**Run 1: pin placement**

Pins as bars across the die edge, other pins in gray.
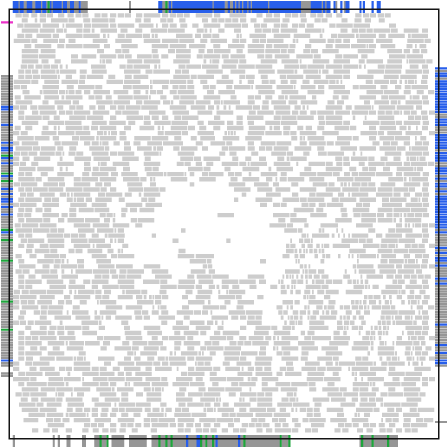
**Run 1: routing congestion**

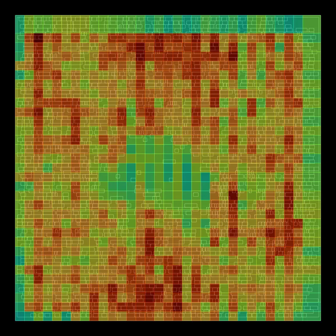
**Run 1: cells colored by class**

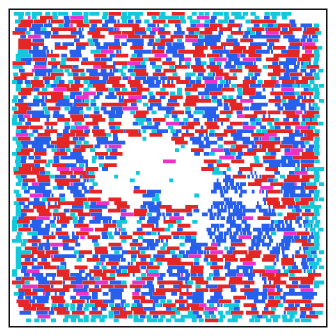
**Run 1: routed metal, one color a layer**

Only two layers are drawn.
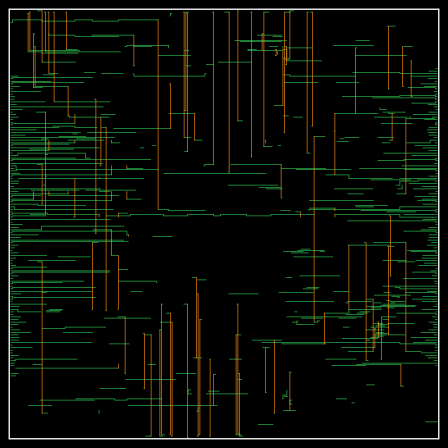
`src/rtl/rx_stream_scheduler_pkg.sv`:
```
// Shared types and helpers for the Rx stream scheduler and its serializer interface.
package rx_sched_pkg;

    localparam int IQ_W   = 24;
    localparam int MAX_NR = 8;
    localparam int BUS_W  = MAX_NR * IQ_W;

    typedef enum logic [2:0] {
        IDLE     = 3'd0,
        SELECT   = 3'd1,
        ISSUE    = 3'd2,
        WAIT_ACK = 3'd3,
        RELEASE  = 3'd4
    } sched_state_e;

    // Receiver idx occupies bits [IQ_W*idx +: IQ_W] of a packed sample bus.
    function automatic logic signed [IQ_W-1:0] iq_slice(input logic [BUS_W-1:0] bus,
                                                         input int idx);
        return IQ_W'(bus >> (idx * IQ_W));
    endfunction

endpackage

```
`src/rtl/rx_stream_scheduler_if.sv`:
```
// Frame handshake between the Rx scheduler (master) and the Rx serializer (slave).
interface rx_stream_scheduler_if #(
    parameter int NR  = 8,
    parameter int RXW = $clog2(NR)
);
    import rx_sched_pkg::*;

    logic                   ser_req;
    logic                   ser_ack;
    logic [RXW-1:0]         ser_rx_number;
    logic signed [IQ_W-1:0] ser_I;
    logic signed [IQ_W-1:0] ser_Q;
    logic                   ser_sync;
    logic signed [IQ_W-1:0] ser_sync_I;
    logic signed [IQ_W-1:0] ser_sync_Q;

    modport master (
        output ser_req, ser_rx_number, ser_I, ser_Q, ser_sync, ser_sync_I, ser_sync_Q,
        input  ser_ack
    );

    modport slave (
        input  ser_req, ser_rx_number, ser_I, ser_Q, ser_sync, ser_sync_I, ser_sync_Q,
        output ser_ack
    );

endinterface

```
`src/rtl/rx_stream_scheduler_rr_pick.sv`:
```
// Combinational round-robin finder: first set bit of elig strictly after ptr, wrapping modulo NR.
module rr_pick #(
    parameter int NR  = 8,
    parameter int RXW = $clog2(NR)
) (
    input  logic [NR-1:0]  elig,
    input  logic [RXW-1:0] ptr,
    output logic           valid,
    output logic [RXW-1:0] idx
);

    logic [RXW-1:0] cand;

    // Scan farthest-first so the nearest eligible index after ptr is the last one written.
    always_comb begin
        valid = 1'b0;
        idx   = '0;
        cand  = '0;
        for (int k = NR; k >= 1; k--) begin
            cand = RXW'((int'(ptr) + k) % NR);
            if (elig[cand]) begin
                valid = 1'b1;
                idx   = cand;
            end
        end
    end

endmodule

```
`src/rtl/rx_stream_scheduler.sv`:
```
// Round-robin scheduler sharing the Rx serializer between NR DDC receivers, with
// optional pairing of a sync/PureSignal slave sample onto its base receiver's frame.
module rx_stream_scheduler
    import rx_sched_pkg::*;
#(
    parameter int NR  = 8,
    parameter int RXW = $clog2(NR)
) (
    input  logic                 clock,
    input  logic                 reset_n,
    input  logic [NR-1:0]        rx_enable,
    input  logic [NR-1:0]        sync_mask,
    input  logic [NR-1:0]        rx_strobe,
    input  logic [NR*IQ_W-1:0]   rx_I,
    input  logic [NR*IQ_W-1:0]   rx_Q,
    input  logic                 flush,
    input  logic                 overrun_clr,
    rx_stream_scheduler_if.master ser,
    output logic [NR-1:0]        overrun,
    output logic                 busy
);

    sched_state_e           state;
    logic [NR-1:0]          pending;
    logic [NR-1:0]          cap;
    logic [NR-1:0]          is_slave;
    logic [NR-1:0]          pair_req;
    logic [NR-1:0]          partner_ok;
    logic [NR-1:0]          elig;
    logic [NR-1:0]          issue_clr;
    logic [NR-1:0]          ovr_set;
    logic [NR-1:0]          pend_next;
    logic [RXW-1:0]         rr_ptr;
    logic [RXW-1:0]         grant;
    logic [RXW-1:0]         grant_p1;
    logic [RXW-1:0]         pick_idx;
    logic                   pick_valid;
    logic                   grant_sync;
    logic [BUS_W-1:0]       bus_i;
    logic [BUS_W-1:0]       bus_q;
    logic signed [IQ_W-1:0] hold_i [NR];
    logic signed [IQ_W-1:0] hold_q [NR];

    assign bus_i = BUS_W'(rx_I);
    assign bus_q = BUS_W'(rx_Q);

    assign cap        = rx_strobe & rx_enable;
    assign is_slave   = sync_mask & {{(NR-1){1'b1}}, 1'b0};
    assign pair_req   = sync_mask >> 1;
    assign partner_ok = (rx_enable & pending) >> 1;
    // A base receiver that owns a slave waits until the slave sample is also present.
    assign elig       = rx_enable & pending & ~is_slave & (~pair_req | partner_ok)
                      & ~{NR{flush}};
    assign grant_p1   = grant + 1'b1;
    assign busy       = (state != IDLE);

    always_comb begin
        issue_clr = '0;
        if (state == ISSUE) begin
            issue_clr[grant] = 1'b1;
            if (grant_sync) issue_clr[grant_p1] = 1'b1;
        end
    end

    // A strobe landing on the ISSUE clear refills pending without counting as an overrun.
    assign ovr_set   = cap & pending & ~issue_clr & ~{NR{flush}};
    assign pend_next = flush ? '0 : (((pending & ~issue_clr) | cap) & rx_enable);

    rr_pick #(.NR(NR), .RXW(RXW)) u_rr_pick (
        .elig  (elig),
        .ptr   (rr_ptr),
        .valid (pick_valid),
        .idx   (pick_idx)
    );

    always_ff @(posedge clock or negedge reset_n) begin
        if (!reset_n) begin
            for (int i = 0; i < NR; i++) begin
                hold_i[i] <= '0;
                hold_q[i] <= '0;
            end
        end else begin
            for (int i = 0; i < NR; i++) begin
                if (cap[i]) begin
                    hold_i[i] <= iq_slice(bus_i, i);
                    hold_q[i] <= iq_slice(bus_q, i);
                end
            end
        end
    end

    always_ff @(posedge clock or negedge reset_n) begin
        if (!reset_n) begin
            state             <= IDLE;
            pending           <= '0;
            overrun           <= '0;
            rr_ptr            <= RXW'(NR - 1);
            grant             <= '0;
            grant_sync        <= 1'b0;
            ser.ser_req       <= 1'b0;
            ser.ser_rx_number <= '0;
            ser.ser_I         <= '0;
            ser.ser_Q         <= '0;
            ser.ser_sync      <= 1'b0;
            ser.ser_sync_I    <= '0;
            ser.ser_sync_Q    <= '0;
        end else begin
            pending <= pend_next;
            overrun <= (overrun & ~{NR{overrun_clr}}) | ovr_set;
            case (state)
                IDLE: begin
                    if (|elig) state <= SELECT;
                end
                SELECT: begin
                    // Pairing is frozen here so later sync_mask edits wait for the next grant.
                    if (pick_valid) begin
                        grant      <= pick_idx;
                        grant_sync <= pair_req[pick_idx];
                        state      <= ISSUE;
                    end else begin
                        state <= IDLE;
                    end
                end
                ISSUE: begin
                    ser.ser_rx_number <= grant;
                    ser.ser_I         <= hold_i[grant];
                    ser.ser_Q         <= hold_q[grant];
                    ser.ser_sync      <= grant_sync;
                    ser.ser_sync_I    <= grant_sync ? hold_i[grant_p1] : '0;
                    ser.ser_sync_Q    <= grant_sync ? hold_q[grant_p1] : '0;
                    ser.ser_req       <= 1'b1;
                    rr_ptr            <= grant;
                    state             <= WAIT_ACK;
                end
                WAIT_ACK: begin
                    if (ser.ser_ack) begin
                        ser.ser_req    <= 1'b0;
                        ser.ser_sync   <= 1'b0;
                        ser.ser_sync_I <= '0;
                        ser.ser_sync_Q <= '0;
                        state          <= RELEASE;
                    end
                end
                RELEASE: state <= IDLE;
                default: state <= IDLE;
            endcase
        end
    end

endmodule
```
`src/flat_wrapper.sv`:
```
// flat-port wrapper written by rule: the top's interface ports become plain ports
module rx_stream_scheduler_flat import rx_sched_pkg::*;
#(
    parameter int NR  = 8,
    parameter int RXW = $clog2(NR)
)
  (clock, reset_n, rx_enable, sync_mask, rx_strobe, rx_I, rx_Q, flush, overrun_clr, overrun, busy, ser_ser_req, ser_ser_rx_number, ser_ser_I, ser_ser_Q, ser_ser_sync, ser_ser_sync_I, ser_ser_sync_Q, ser_ser_ack);
  rx_stream_scheduler_if #(.NR(NR), .RXW(RXW)) ser_i ();
  input  logic clock;
  input  logic reset_n;
  input  logic [NR-1:0] rx_enable;
  input  logic [NR-1:0] sync_mask;
  input  logic [NR-1:0] rx_strobe;
  input  logic [NR*IQ_W-1:0] rx_I;
  input  logic [NR*IQ_W-1:0] rx_Q;
  input  logic flush;
  input  logic overrun_clr;
  output logic [NR-1:0] overrun;
  output logic busy;
  output wire logic [$bits(ser_i.ser_req)-1:0] ser_ser_req;
  output wire logic [$bits(ser_i.ser_rx_number)-1:0] ser_ser_rx_number;
  output wire logic [$bits(ser_i.ser_I)-1:0] ser_ser_I;
  output wire logic [$bits(ser_i.ser_Q)-1:0] ser_ser_Q;
  output wire logic [$bits(ser_i.ser_sync)-1:0] ser_ser_sync;
  output wire logic [$bits(ser_i.ser_sync_I)-1:0] ser_ser_sync_I;
  output wire logic [$bits(ser_i.ser_sync_Q)-1:0] ser_ser_sync_Q;
  input wire logic [$bits(ser_i.ser_ack)-1:0] ser_ser_ack;
  assign ser_ser_req = ser_i.ser_req;
  assign ser_ser_rx_number = ser_i.ser_rx_number;
  assign ser_ser_I = ser_i.ser_I;
  assign ser_ser_Q = ser_i.ser_Q;
  assign ser_ser_sync = ser_i.ser_sync;
  assign ser_ser_sync_I = ser_i.ser_sync_I;
  assign ser_ser_sync_Q = ser_i.ser_sync_Q;
  assign ser_i.ser_ack = ser_ser_ack;
  rx_stream_scheduler #(.NR(NR), .RXW(RXW)) u_core (.clock(clock), .reset_n(reset_n), .rx_enable(rx_enable), .sync_mask(sync_mask), .rx_strobe(rx_strobe), .rx_I(rx_I), .rx_Q(rx_Q), .flush(flush), .overrun_clr(overrun_clr), .ser(ser_i), .overrun(overrun), .busy(busy));
endmodule
```
`config.mk`:
```
export PLATFORM = sky130hd
export DESIGN_NAME = rx_stream_scheduler_flat
export DESIGN_NICKNAME = d
export VERILOG_FILES = /design/src/rtl/rx_stream_scheduler_pkg.sv /design/src/rtl/rx_stream_scheduler_if.sv /design/src/rtl/rx_stream_scheduler_rr_pick.sv /design/src/rtl/rx_stream_scheduler.sv /design/src/flat_wrapper.sv
export SDC_FILE = /design/constraint.sdc
export NUM_CORES = 1
export LEC_CHECK = 0
export CAP_MARGIN = 10
export CORE_UTILIZATION = 50
export DETAILED_ROUTE_END_ITERATION = 10
export HOLD_SLACK_MARGIN = 0.05
export PLACE_DENSITY_LB_ADDON = 0.15
export SLEW_MARGIN = 15
export SYNTH_ARGS = -nofsm -noshare
export SYNTH_HDL_FRONTEND = slang
export SYNTH_SLANG_ARGS = --single-unit
```
`constraint.sdc`:
```
create_clock -name clock -period 6.6 [get_ports clock]
set_input_delay 1.32 -clock clock [delete_from_list [all_inputs] [get_ports clock]]
set_output_delay 1.32 -clock clock [all_outputs]
set_load 0.05 [all_outputs]
```
==> results.toml, run 1 <==
# flow metrics
[logic_synthesis]
synthMostInstantiatedCell = "dfrtp_1"
top_area_frac = 0.501
xor_area_frac = 0.000691
synth_area_mm2 = 0.0254
edf_count = 0
ys.flops = 511
synth_nets = 2168
synthTopCellsByArea = "dfrtp_1 (50%), mux2_2 (17%), mux4_2 (17%)"
adder_share = 0.00148
netlist.top_cell.by_area = "dfrtp_1"
ys_cells = 1752
yosysChipArea_mm2 = 0.0254
synth_cells = 1752
ys_async_sr_fraction = 1.00
simple_gate_share = 0.0330

[floorplan]
ioPinCount = 523
tap_cells = 672
die_y_um = 227
rows = 82
fp_util = 0.507

[setup_path]
crit_path_max_incr_delay_ns = 0.70
arrival_ns = 5.21
start_kind = "input port"
r2r_setup_slack_ns = 2.80
cpLargestDelayFamily = "AND-OR/OR-AND gates"
crit_path_cell_trace = "clkdlybuf4s50_1, buf_4, and4bb_1, a21boi_1, mux2i_2, mux4_2, nor3b_1, nor3_1, o21ai_1, a41oi_2, nand3b_1, o2111ai_1, a41o_1"
end_kind = "flip-flop"
path_max_fanout = 16
cp_num_cells = 13
crit_buf_inv = 2
rr_startpoint = "u_core.rr_ptr[0]$_DFFE_PN1P_"
endpoint = "u_core.grant_sync$_DFFE_PN0P_"

[power]
pg_seq_mw = 4.44
finalPower_mw = 13.2
pg_clk_mw = 3.17
maxPowerGroup = "combinational logic"
combPwrFrac = 0.426
p_per_area_mw_per_mm2 = 399
powerComb_mw = 5.64
leakagePower_nw = 13.2
pwr-share-seq = 0.335

[final_timing]
setup_viol = 0
fmax_mhz = 212
fin_setup_tns_ns = 0
min_period_ns = 4.72
tightest_slew_ns = 1.16
whs_ns = 0.475
fin_skew_ns = 0.0134
drv_slew = 0
finalCritPeriodShare = 0.715
timing.final.ws_setup_ns = 1.88

[final_layout]
num-multi-input-gates = 1088
drive_above_1_share = 0.320
seq_area_frac = 0.386
register_area_mm2 = 0.0128
comb_area_mm2 = 0.0121
nFillCells = 3730
design_area_mm2 = 0.0332
syn2layout_area_growth_pct = 30.8
final_cells = 2966
nonClockInverterCount = 23
clock_buffer_count = 85
comb_share = 0.365
diodes = 28

[clock_tree]
post_cts_buffers = 0
hold_buffers = 0
cts_tree = "built"
cts.path.max_buffers = 3
ctsRootBufferMaster = "clkbuf_16"
cts_htree_levels = 2
clock-sinks = 511
cts.repair.resized = 0

[place]
io_buffers = 521
gp_congestion = 0.873
place_area_mm2 = 0.0313
place_ws_ns = 1.39
place_inst = 2838

[drt]
vias = 17900
routed_wl_mm = 79.4
ant_nets = 0
routed_via_density = 6.04
drtIter0Drc = 1316
met1Wirelength_mm = 30.8
wl_met3_mm = 6.72

[worst_hold_path]
min-delay-start = "u_core.ser.ser_I[16]$_DFFE_PN0P_"
hold_class = "flip-flop to flip-flop"
hold_depth = 2

[grt]
grt_overflow = 0
use_met1 = 0.395
grt_max_degree = 136
grt_pass1_wl_mm = 118
top_usage_layer = "met2"
use_met3 = 0.0878

[outcome]
status = "completed"

[run]
openroad.warnings = 37
-- 'pin placement' (at the start) --
- magenta: clock (pins 1; direction input; edge west)
- blue: rx_Q (pins 192; direction input; edge 108 north, 62 east, 17 west, 5 south)
- green: ser_ser_I (pins 24; direction output; edge 14 south, 8 west, 2 north)
- all pins by edge: 154 north, 134 south, 118 east, 117 west

-- 'routing congestion' (at the start) --
gr usage total: 0.311
met2 usage: 0.497

-- 'cells colored by class' (at the start) --
- blue: all other logic (cells 1,111)
- cyan: other buffers and delay cells (cells 544)
- magenta: clock drivers and dummy loads (cells 100)
- red: flops (cells 511)

-- 'routed metal, one color a layer' (at the start) --
- green: met3 (wire length 6,720 um)
- orange: met4 (wire length 3,300 um)

==> run 1: state kept, by name, indices dropped and copies added (netlist names) <==
| signal | flops |
|---|---|
| u_core.grant | 3 |
| u_core.grant_sync | 1 |
| u_core.hold_i | 192 |
| u_core.hold_q | 192 |
| u_core.overrun | 8 |
| u_core.pending | 8 |
| u_core.rr_ptr | 3 |
| u_core.ser.ser_I | 24 |
| u_core.ser.ser_Q | 24 |
| u_core.ser.ser_req | 1 |
| u_core.ser.ser_rx_number | 3 |
| u_core.ser.ser_sync | 1 |
| u_core.ser.ser_sync_I | 24 |
| u_core.ser.ser_sync_Q | 24 |
| u_core.state | 3 |
--- run 2 (diff from run 1) ---
==> constraint.sdc (replaced) <==
create_clock -name clock -period 4.7 [get_ports clock]
set_input_delay 0.94 -clock clock [delete_from_list [all_inputs] [get_ports clock]]
set_output_delay 0.94 -clock clock [all_outputs]
set_load 0.05 [all_outputs]
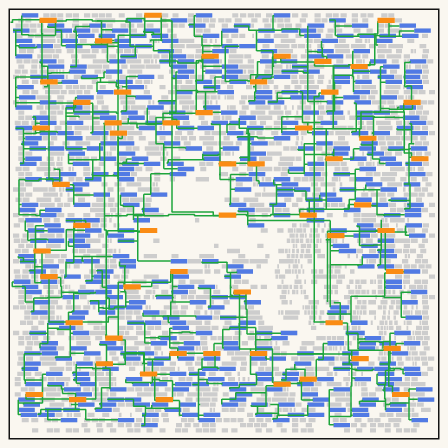
**Above:** run 2 (clock wires, drivers and flops).
- orange: cells driving clock nets (count 55)
- blue: flip-flops (count 511)
- green: clock wires (length 6,760 um)
- flops lie: all over the die

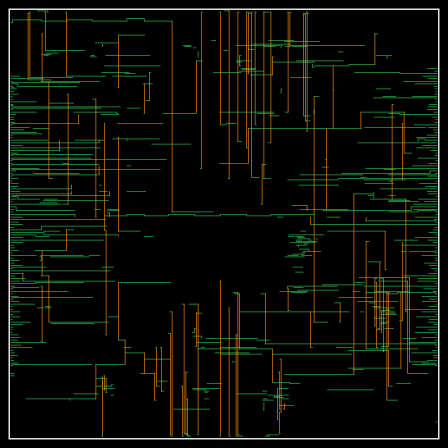
**Above:** run 2 (routed metal, one color a layer).
Only two layers are drawn.
- orange: met4 (wire length 3,780 um)
- green: met3 (wire length 6,220 um)

==> run 2 against run 1 <==
  * Synthesized area unchanged
  * Non-clock buffer count increased by 15
  * Synthesized cell count unchanged
  * Global-route usage decreased by 0.056 points
  * Flip-flop count unchanged
  * Critical path depth unchanged
  * Combinational power increased by 44%
  * First-iteration DRC count decreased by 2.1%
  * Highest routed layer unchanged
==> results.toml, run 2 <==
# flow metrics
[clock_tree]
clk_pin_slew_ns = 0.06
cts.repair.resized = 0
hold_buffers = 0
post_cts_buffers = 0
cts.path.max_buffers = 3
clock-sinks = 511
cts_htree_levels = 2
clock_latency_ns = 0.62
ctsRootBufferMaster = "clkbuf_16"
numCtsBuffers = 55
cts_tree = "built"

[power]
maxPowerGroup = "combinational logic"
pwr-share-seq = 0.324
clockPowerShare = 0.246
ir_worst_vdd_mv = 0.422
combPwrFrac = 0.429
pg_seq_mw = 6.12
leakagePower_nw = 13.3
pg_clk_mw = 4.65
powerComb_mw = 8.11
power.switching_fraction = 0.368
intPower_mw = 11.9
p_sw_mw = 6.95
p_per_area_mw_per_mm2 = 565

[floorplan]
fp_util = 0.507
rows = 82
dieWidth_um = 227
die_y_um = 227
core-area_mm2 = 0.0501
tap_cells = 672
ioPinCount = 523
die_area_mm2 = 0.0516

[grt]
grt_pass1_wl_mm = 117
use_met3 = 0.0794
grt_pass1_vias = 18900
grt_util_met2 = 0.483
grt_overflow = 0
top_usage_layer = "met2"
grt_antenna_before_repair = 36
grt_max_degree = 131

[setup_path]
slowest_stage = "dfstp_2"
crit_start = "u_core.rr_ptr[0]$_DFFE_PN1P_"
end_kind = "flip-flop"
endpoint = "u_core.grant_sync$_DFFE_PN0P_"
r2r-end = "u_core.grant_sync$_DFFE_PN0P_"
start_kind = "flip-flop"
cp_num_cells = 13
arrival_ns = 4.35
crit_path_frequent_cell = "nor3_1"
rr_startpoint = "u_core.rr_ptr[0]$_DFFE_PN1P_"
reg2regPathDepth = 13
path_max_fanout = 12
r2r_setup_slack_ns = 0.85
crit_path_cell_trace = "inv_1, ha_1, nor2b_1, nor2_1, mux4_2, nor3b_1, nor3_1, o21ai_1, a41oi_2, buf_4, nor3_1, o2111ai_1, a41o_1"
cpLargestDelayFamily = "simple AND/OR/NAND/NOR gates"
crit_path_max_incr_delay_ns = 0.69
crit_buf_inv = 2
criticalPathCategory = "flip-flop to flip-flop"
critPathRequiredTime_ns = 5.20

[final_timing]
fin_skew_ns = 0.0177
tightest_slew_ns = 1.18
finalCritPeriodShare = 0.820
fin_setup_tns_ns = 0
final_hold_viol_count = 0
setup_viol = 0
slew_headroom = 0.211
min_period_ns = 3.85
rsz0062_at_grt = "no"
timing.final.ws_setup_ns = 0.848
fmax_mhz = 260
drv_slew = 0

[drt]
routed_wl_mm = 79.5
dr.max_layer_used = "met5"
dr.pass1.iters = 5
drtIter0Drc = 1289
wl_met3_mm = 6.22
met1Wirelength_mm = 31.7
routed_via_density = 6.03
met2WireLength_mm = 37.6
ant_nets = 0
vias = 17900
route.detailed.drc = 0

[final_layout]
seq_area_frac = 0.383
reg_top3 = "u_core.hold_i x192, u_core.hold_q x192"
nFillCells = 3709
num-multi-input-gates = 1088
syn2layout_area_growth_pct = 31.7
clock_buffer_count = 84
diodes = 22
drive_above_1_share = 0.325
buffers = 559
final_nets = 2654
nonClockInverterCount = 23
largestClassByArea = "sequential cells"
register_area_mm2 = 0.0128
final_cells = 2978
clock_area_frac = 0.0580
comb_area_mm2 = 0.0121
buffer_area_frac = 0.167
ff_count = 511
mostFrequentLayoutCell = "clkdlybuf4s50_1"
lay_top_cells = "clkdlybuf4s50_1 (520), dfrtp_1 (505), mux2_2 (393), mux4_2 (196), nand2_1 (132)"
comb_share = 0.362

[run]
max-cap-violations = 0
openroad.warnings = 34

[logic_synthesis]
ys.flops = 511
synth_nets = 2168
netlist.top_cell.by_area = "dfrtp_1"
syn_area_per_cell_um2 = 14.5
synth-main-ff-cell = "dfrtp_1"
synth_area_mm2 = 0.0254
ys_async_sr_fraction = 1.00
synthTopCellsByCount = "dfrtp_1 (508), mux2_2 (393), mux4_2 (196)"
top_area_frac = 0.501
synthTopCellsByArea = "dfrtp_1 (50%), mux2_2 (17%), mux4_2 (17%)"
synth_cells = 1752
synth_seq_share = 0.504
synth_warnings = 0
yosysChipArea_mm2 = 0.0254
edf_count = 0
yosysUniqueCellTypes = 57
synthMostInstantiatedCell = "dfrtp_1"
ys_cells = 1752

[place]
place_ws_ns = 0.283
gp_congestion = 0.888
hpwl_mm = 51.0
io_buffers = 521
place_inst = 2853

[worst_hold_path]
hold_class = "input port to async pin"

[outcome]
status = "completed"
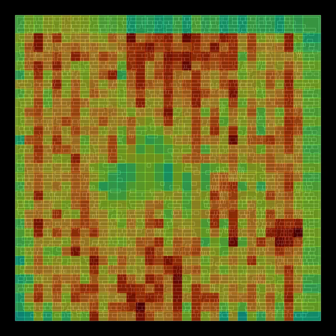
**Above:** run 2 (routing congestion).
Core Util, Final: 0.667
GR Util met1: 0.406
Routed wire per std cell: 26.7 um
gr usage total: 0.311

==> run 2: cell counts after synthesis <==
No cell type changed its count.
==> run 2: logic make-up (layout without fill, tap and decap cells) <==
family	after synthesis	after routing	synth area share
buffers and inverters	153	685	0.0232
muxes	701	701	0.393
other	0	22	0
xor gates and xnor gates	2	2	0.000691
DFF	511	511	0.504
AOI/OAI and AO/OA	186	186	0.0444
and+or+nand+nor	196	196	0.0330
adders and majority gates	3	3	0.00148
==> run 2: stage by stage <==
stage	total power, mW	utilization	area, um2	hold slack (ns)
after floorplan	11.6	-	25400	0.481
after global placement	14.1	0.627	31400	0.459
after detailed placement	14.3	0.627	31400	0.470
after CTS	19.0	0.666	33400	0.460
after global routing	19.7	0.667	33400	0.498
final	18.9	0.667	33400	0.433
--- run 3 (diff from run 2) ---
--- a/config.mk
+++ b/config.mk
@@ -6,7 +6,7 @@
 export NUM_CORES = 1
 export LEC_CHECK = 0
 export CAP_MARGIN = 10
-export CORE_UTILIZATION = 50
+export CORE_UTILIZATION = 47
 export DETAILED_ROUTE_END_ITERATION = 10
 export HOLD_SLACK_MARGIN = 0.05
 export PLACE_DENSITY_LB_ADDON = 0.15
==> constraint.sdc (replaced) <==
create_clock -name clock -period 3.12 [get_ports clock]
set_input_delay 0.624 -clock clock [delete_from_list [all_inputs] [get_ports clock]]
set_output_delay 0.624 -clock clock [all_outputs]
set_load 0.05 [all_outputs]
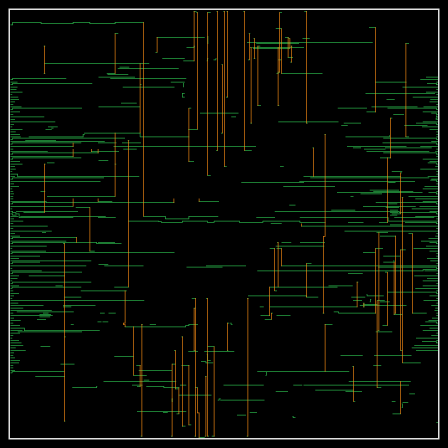
**Above:** run 3 (routed metal, one color a layer).
Only two layers are drawn.
- green: met3 (wire length 6,310 um)
- orange: met4 (wire length 2,820 um)

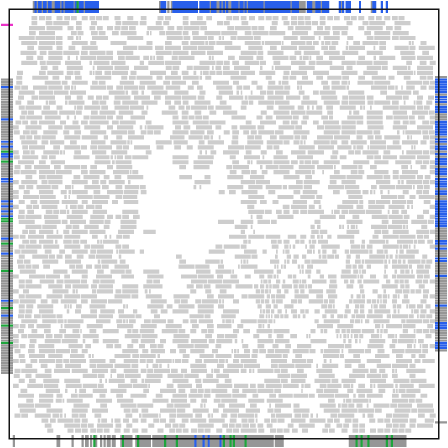
**Above:** run 3 (pin placement).
Pins as bars across the die edge, other pins in gray.
- green: ser_ser_I (pins 24; direction output; edge 14 south, 9 west, 1 north)
- magenta: clock (pins 1; direction input; edge west)
- blue: rx_Q (pins 192; direction input; edge 113 north, 59 east, 16 west, 4 south)
- all pins by edge: 148 north, 143 south, 120 west, 112 east

==> run 3 against run 2 <==
  * Clock power is 49% higher
  * Final area increased by 2.7%
  * Clock skew is 0.0065 ns higher
  * Die area up 6.3%
  * Global-route usage down 1.1 points
  * Synthesized cell count did not move
  * Total power increased by 53%
  * Critical path type is now input port to flip-flop
  * Critical endpoint unchanged
  * Highest routed layer unchanged
==> results.toml, run 3 <==
# flow metrics
[final_layout]
ff_count = 511
comb_area_mm2 = 0.0122
num-multi-input-gates = 1088
register_area_mm2 = 0.0128
final_cells = 3065
seq_area_frac = 0.373
drive_above_1_share = 0.359
final_util = 0.648
reg_top3 = "u_core.hold_i x192, u_core.hold_q x192"
final_nets = 2733
nonClockInverterCount = 23
comb_share = 0.357
largestClassByArea = "sequential cells"
clock_buffer_count = 77
clock_area_frac = 0.0556
buffer_area_frac = 0.185
lay_top_cells = "clkdlybuf4s50_1 (512), dfrtp_1 (505), mux2_2 (390), mux4_2 (196), nand2_1 (129)"
diodes = 20
mostFrequentLayoutCell = "clkdlybuf4s50_1"
syn2layout_area_growth_pct = 35.3
buffers = 638

[logic_synthesis]
synth_seq_share = 0.504
netlist.top_cell.by_area = "dfrtp_1"
ys_sh_mux = 0.393
synthTopCellsByCount = "dfrtp_1 (508), mux2_2 (393), mux4_2 (196)"
synth_area_mm2 = 0.0254
edf_count = 0
xor_area_frac = 0.000691
yosysUniqueCellTypes = 57
synth_cells = 1752
synth-main-ff-cell = "dfrtp_1"
ys_cells = 1752
synthMostInstantiatedCell = "dfrtp_1"
simple_gate_share = 0.0330
synth_nets = 2168
top_logic_kind = "multiplexers"
ys.flops = 511
yosysChipArea_mm2 = 0.0254
top_area_frac = 0.501
synthTopCellsByArea = "dfrtp_1 (50%), mux2_2 (17%), mux4_2 (17%)"
adder_share = 0.00148

[run]
openroad.warnings = 34
max-cap-violations = 0

[power]
power.switching_fraction = 0.368
maxPowerGroup = "combinational logic"
finalPower_mw = 28.9
pg_clk_mw = 6.94
ir_worst_vdd_mv = 0.559
clockPowerShare = 0.240
pwr-share-seq = 0.318
intPower_mw = 18.2
pg_seq_mw = 9.19
p_per_area_mw_per_mm2 = 841
leakagePower_nw = 13.8
powerComb_mw = 12.7

[floorplan]
tap_cells = 688
fp_util = 0.479
dieWidth_um = 234
die_area_mm2 = 0.0549
ioPinCount = 523
rows = 84

[place]
place_ws_ns = -0.872
gp_congestion = 0.918
io_buffers = 521

[clock_tree]
hold_buffers = 1
clk_pin_slew_ns = 0.06
cts_tree = "built"
clock-sinks = 511
numCtsBuffers = 55
ctsRootBufferMaster = "clkbuf_16"
clock_latency_ns = 0.61

[setup_path]
path_max_fanout = 4
end_kind = "flip-flop"
slowest_stage = "mux4_2"
crit_path_frequent_cell = "nor3_2"
criticalPathCategory = "input port to flip-flop"
crit_path_max_incr_delay_ns = 0.53
crit_buf_inv = 2
cpLargestDelayFamily = "AND-OR/OR-AND gates"
critPathRequiredTime_ns = 3.65

[worst_hold_path]
hold_class = "flip-flop to flip-flop"

[drt]
met1Wirelength_mm = 32.6
post_drt_wl_per_cell_um = 26.7
routed_wl_mm = 81.9
routed_via_density = 5.92
route.detailed.drc = 0
dr.max_layer_used = "met5"
ant_nets = 0
drtIter0Drc = 1136
met2WireLength_mm = 40.0
vias = 18200

[final_timing]
drv_slew = 0
final_hold_viol_count = 0
fmax_mhz = 322
finalCritPeriodShare = 0.994
setup_viol = 0
min_period_ns = 3.10
whs_ns = 0.476
timing.final.ws_setup_ns = 0.0177
fin_skew_ns = 0.0242

[grt]
grt_antenna_before_repair = 22
grt_overflow = 0
grt_pass1_vias = 19400
grt_max_degree = 128
grt_pass1_wl_mm = 121

[outcome]
status = "completed"
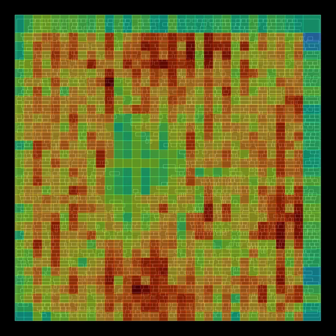
**Above:** run 3 (routing congestion).
GR Util met1: 0.384
gr usage total: 0.300
met2 usage: 0.486
M3 GR Usage: 0.0771

run 3: path summary, 6_finish.rpt:
check,start,endpoint,slack (ns),cells after the start
setup / recovery,sync_mask[2],u_core.grant_sync$_DFFE_PN0P_,0.02,12
hold / removal,u_core.ser.ser_sync_Q[23]$_DFFE_PN0P_,u_core.ser.ser_sync_Q[23]$_DFFE_PN0P_,0.48,2
setup reg to reg,u_core.rr_ptr[0]$_DFFE_PN1P_,u_core.grant_sync$_DFFE_PN0P_,0.04,14
hold reg to reg,u_core.ser.ser_sync_Q[23]$_DFFE_PN0P_,u_core.ser.ser_sync_Q[23]$_DFFE_PN0P_,0.48,2
max in group asynchronous,reset_n,u_core.grant[0]$_DFFE_PN0P_,1.56,3
min in group asynchronous,reset_n,u_core.ser.ser_I[0]$_DFFE_PN0P_,0.58,2
Power figures rest on the tool's default switching activity, not on a simulated workload.
